==> config.mk <==
export PLATFORM = sky130hd
export DESIGN_NAME = cordic_iter_ctrl
export DESIGN_NICKNAME = d
export VERILOG_FILES = /design/src/rtl/cordic_pkg.sv /design/src/rtl/cordic_iter_ctrl_stage.sv /design/src/rtl/cordic_iter_ctrl.sv
export SDC_FILE = /design/constraint.sdc
export NUM_CORES = 1
export LEC_CHECK = 0
export CAP_MARGIN = 20
export CELL_PAD_IN_SITES_DETAIL_PLACEMENT = 0
export CELL_PAD_IN_SITES_GLOBAL_PLACEMENT = 2
export CORE_UTILIZATION = 25
export CTS_BUF_LIST = sky130_fd_sc_hd__clkbuf_16
export DETAILED_ROUTE_END_ITERATION = 7
export GPL_TIMING_DRIVEN = 1
export PLACE_DENSITY_LB_ADDON = 0.1
export SLEW_MARGIN = 10
export SYNTH_ARGS = -nofsm -noshare
export SYNTH_HDL_FRONTEND = slang
export SYNTH_HIERARCHICAL = 1
export SYNTH_SLANG_ARGS = --single-unit
==> constraint.sdc <==
create_clock -name clk -period 17.8 [get_ports clk]
set_clock_uncertainty 0.15 [all_clocks]
set_input_delay 3.56 -clock clk [delete_from_list [all_inputs] [get_ports clk]]
set_output_delay 3.56 -clock clk [all_outputs]
set_load 0.03 [all_outputs]
Fig. 1: run 1, cell density map
The die is cut into 23 by 23 equal tiles; white is low, dark blue is high, 0 to 100% covered.
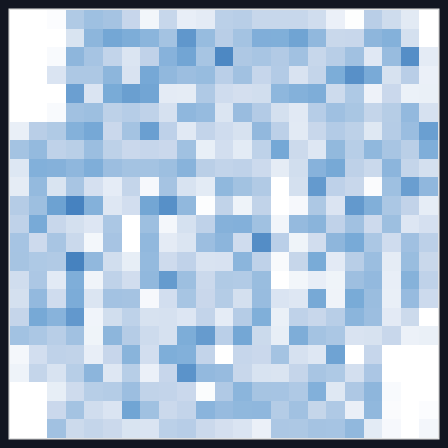
- mean over tiles: 27%
- fullest tile: 67%
- nearly empty tiles: 8.3%
- emptiest ninth of the die: south-east
Final Util: 30.1%
Init Core Util: 25.5%
core region area: 0.0530 mm²

Fig. 2: run 1, metal layers overlaid
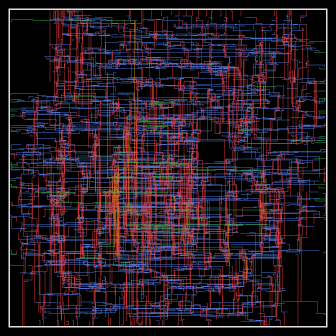
- blue: metal 1 (wire length 25.0 mm)
- orange: metal 4 (wire length 968 µm)
- green: metal 3 (wire length 1860 µm)
- red: metal 2 (wire length 22.2 mm)
Routed WL: 50000 µm
Wirelength per Cell: 21.1 µm
all-layer global routing usage: 18.4%

Fig. 3: run 1, gate-type map
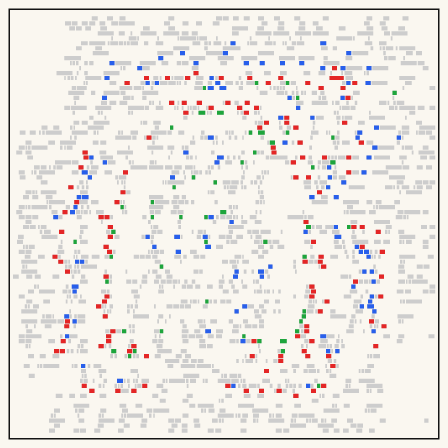
- red: xor and xnor cells (cells 128; where all over the die)
- green: and/or cells (cells 51)
- blue: non-inverting ao/oa cells (cells 107; where all over the die)
Commonest Layout Cell: nand2_1
fin cells: 2372

==> qor.csv, run 1 <==
metric,value,unit
DRT Pass-1 Iters,5,
share of cells above drive strength 1,11.3,%
clock latency at the later pin of the worst-skew pair,410,ps
Max Used Layer,met4,
diode count,0,
area of the multi-input gates,0.0101,mm²
CP peak stage delay,590,ps
Tmin final,6960,ps
hold_ws,342,ps
Final Hold Viols,0,
WS Path Type,flip-flop to flip-flop,
tool warnings,35,
crit path launch type,flip-flop,
dpl ws,10820,ps
Crit. End Element,flip-flop,
"EDFF count, synth",0,
FILL cells,5660,
Vias per Instance,5.22,
Final TNS setup,0,ps
"Slew Viols, Final",0,
registers,111,
Crit path required time,17940,ps
adder share,10.4,%
# Cells Yosys,1581,
yosys warns,6,
die area,0.0550,mm²
Seq area share,17.5,%
CTS clock-pin slew for the worst setup and hold paths,90,ps
Top delay family on crit path,simple AND/OR/NAND/NOR gates,
sequential-to-total area share from yosys stat,20.6,%
Synth top cell by count,nand2_1,
worst hold path type,flip-flop to flip-flop,
tap cells,688,
CTS resizes,0,
IO Pins,156,
final setup fails,0,
Non-clock buffer share,10.6,%
Area Growth Syn to Fin,17.9,%
worst-path maximum fanout,47,
crit path cell chain,buf_4 > inv_1 > ha_1 > nand2b_1 > a311oi_1 > a31oi_1 > or4_4 > or4_4 > or4_4 > or2_4 > o21ai_0 > xnor2_1 > ha_1 > and4_1 > a31oi_1 > o21ai_0 > a21oi_1 > o211ai_1 > a31oi_1 > xnor3_1 > nand2_1 > xnor2_1 > a22o_1,
nonclk buf count,173,
hold_buf cts,0,
met1 Use GR,26.1,%
Synth top area share,20.4,%
inverter count,59,
CTS Buffer Depth,2,
row count,84,
Die W,234,µm
yosys simple share,13.2,%
met1 wire length,25000,µm
routability congestion estimate,0.908,
DR WL met3,1860,µm
Synth async-reset ratio,100,%
first-pass GRT wire length,76900,µm
initial antenna violation count,0,
Nets,1866,
vias,12387,
slowest CP cell,buf_4,
Mapped Cells,1581,
R2R setup slack,10840,ps
DRT iter0 DRCs,779,
IO buf count,155,
Comb area share,63.3,%
Die Span Y,234,µm
Largest cell class,logic gates,
yosys stat chip area,0.0135,mm²
comb area leader,AND-OR/OR-AND gates,
aoi share,24.2,%
GRT overflow,0,
M3 GR Usage,2.83,%
wire length on met2,22200,µm
largest net degree at the start of global routing,77,
status,completed,
Logic Gate Count,1325,
Cell Type Count,87,
--- run 2 (diff from run 1) ---
==> constraint.sdc (replaced) <==
create_clock -name clk -period 6.3 [get_ports clk]
set_clock_uncertainty 0.15 [all_clocks]
set_input_delay 1.26 -clock clk [delete_from_list [all_inputs] [get_ports clk]]
set_output_delay 1.26 -clock clk [all_outputs]
set_load 0.03 [all_outputs]
Fig. 4: run 2, metal layers overlaid
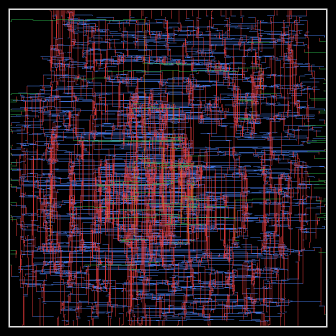
Wirelength per Cell: 21.1 µm
vias: 12814
all-layer global routing usage: 19.2%

==> run 2 against run 1 <==
Against the previous run: synthesized cell count unchanged; sequential share of layout area down 1.2 points; synthesized area stayed put; critical path type unchanged; critical endpoint is now out_x[21].
==> qor.csv, run 2 <==
metric,value,unit
tap cells,688,
Max-Cap Viols,0,
Commonest Layout Cell,nand2_1,
worst path bufs/invs,3,
Synth async-reset ratio,100,%
Cell Type Count,87,
Flop area,0.00278,mm²
inverter count,59,
final setup margin,281,ps
share of cells above drive strength 1,18.6,%
Tmin final,6020,ps
Peak Freq,0.166,GHz
hold_buf cts,0,
clock sinks,111,
hold depth,2,
met1 wire length,26800,µm
Mapped Cells,1581,
Seq area share,16.3,%
Final Util,32.2,%
final setup fails,0,
Post-CTS Setup Bufs,0,
worst hold path type,flip-flop to flip-flop,
Comb area share,59.6,%
Final TNS setup,0,ps
Area Growth Syn to Fin,26.3,%
Routed Antenna Nets,0,
row count,84,
first-pass GRT wire length,79700,µm
vias in the first global route,12665,
DRT Pass-1 Iters,5,
Final Hold Viols,0,
fin crit share,95.5,%
Synth top cell by count,nand2_1,
diode count,0,
area of the multi-input gates,0.0102,mm²
core region area,0.0530,mm²
Crit path required time,6410,ps
"FF+latch count, synth",111,
Die Span Y,234,µm
adder share,10.4,%
WS Path Type,flip-flop to flip-flop,
Die W,234,µm
yosys stat chip area,0.0135,mm²
CTS resizes,0,
crit path launch type,flip-flop,
routability congestion estimate,0.879,
Non-clock buffer share,16.1,%
Init Core Util,25.5,%
R2R setup slack,280,ps
comb area leader,AND-OR/OR-AND gates,
"EDFF count, synth",0,
initial antenna violation count,1,
Synth top area share,20.4,%
IO Pins,156,
Max Used Layer,met4,
largest net degree at the start of global routing,77,
DR WL met3,1670,µm
nonclk buf count,303,
die area,0.0550,mm²
registers,111,
Top delay family on crit path,AND-OR/OR-AND gates,
Logic Gate Count,1325,
CTS clock-pin slew for the worst setup and hold paths,90,ps
XORs/XNORs by Area,8.40,%
crit path cell chain,buf_12 > buf_4 > mux2_2 > mux2i_2 > mux2_4 > o221ai_1 > or4_4 > or4_4 > or3_2 > o21ai_0 > xor2_1 > ha_1 > buf_4 > a21oi_1 > o21bai_1 > a21o_1 > a21o_1 > a211o_1 > a21oi_1 > xnor2_1 > mux2_2 > mux2i_1 > o21ai_0,
Largest cell class,logic gates,
Root Buffer,clkbuf_16,
Placed Cells,2479,
sequential-to-total area share from yosys stat,20.6,%
worst-path maximum fanout,14,
drt drc,0,
CTS Buffer Depth,2,
CP peak stage delay,590,ps
slew margin rel.,34.6,%
fin cells,2502,
aoi share,24.2,%
# Cells Yosys,1581,
M3 GR Usage,2.97,%
DP Area,0.0166,mm²
Vias per Instance,5.12,
IO buf count,155,
hold_ws,341,ps
wire length on met2,23900,µm
met1 Use GR,27.5,%
Top Layout Cells,"161 x nand2_1, 154 x clkdlybuf4s50_1, 142 x buf_4",
Nets,1996,
DRT iter0 DRCs,754,
FILL cells,5659,
clock latency at the later pin of the worst-skew pair,410,ps
GRT overflow,0,
slowest CP cell,or4_4,
status,completed,
Mux area share,18.3,%
"Slew Viols, Final",0,
dpl ws,79.6,ps
yosys warns,6,
tool warnings,35,
Crit. End Element,flip-flop,
yosys simple share,13.2,%
Fig. 5: run 2, the metal 2 layer
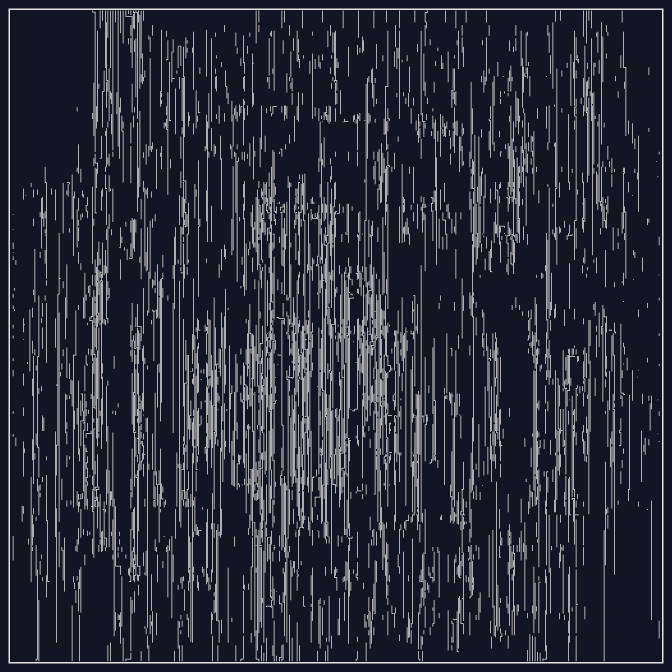
- wire length on this layer: 23.9 mm
- share of all routed wire: 45%
Routed WL: 52900 µm
GRT met2 Usage: 30.6%

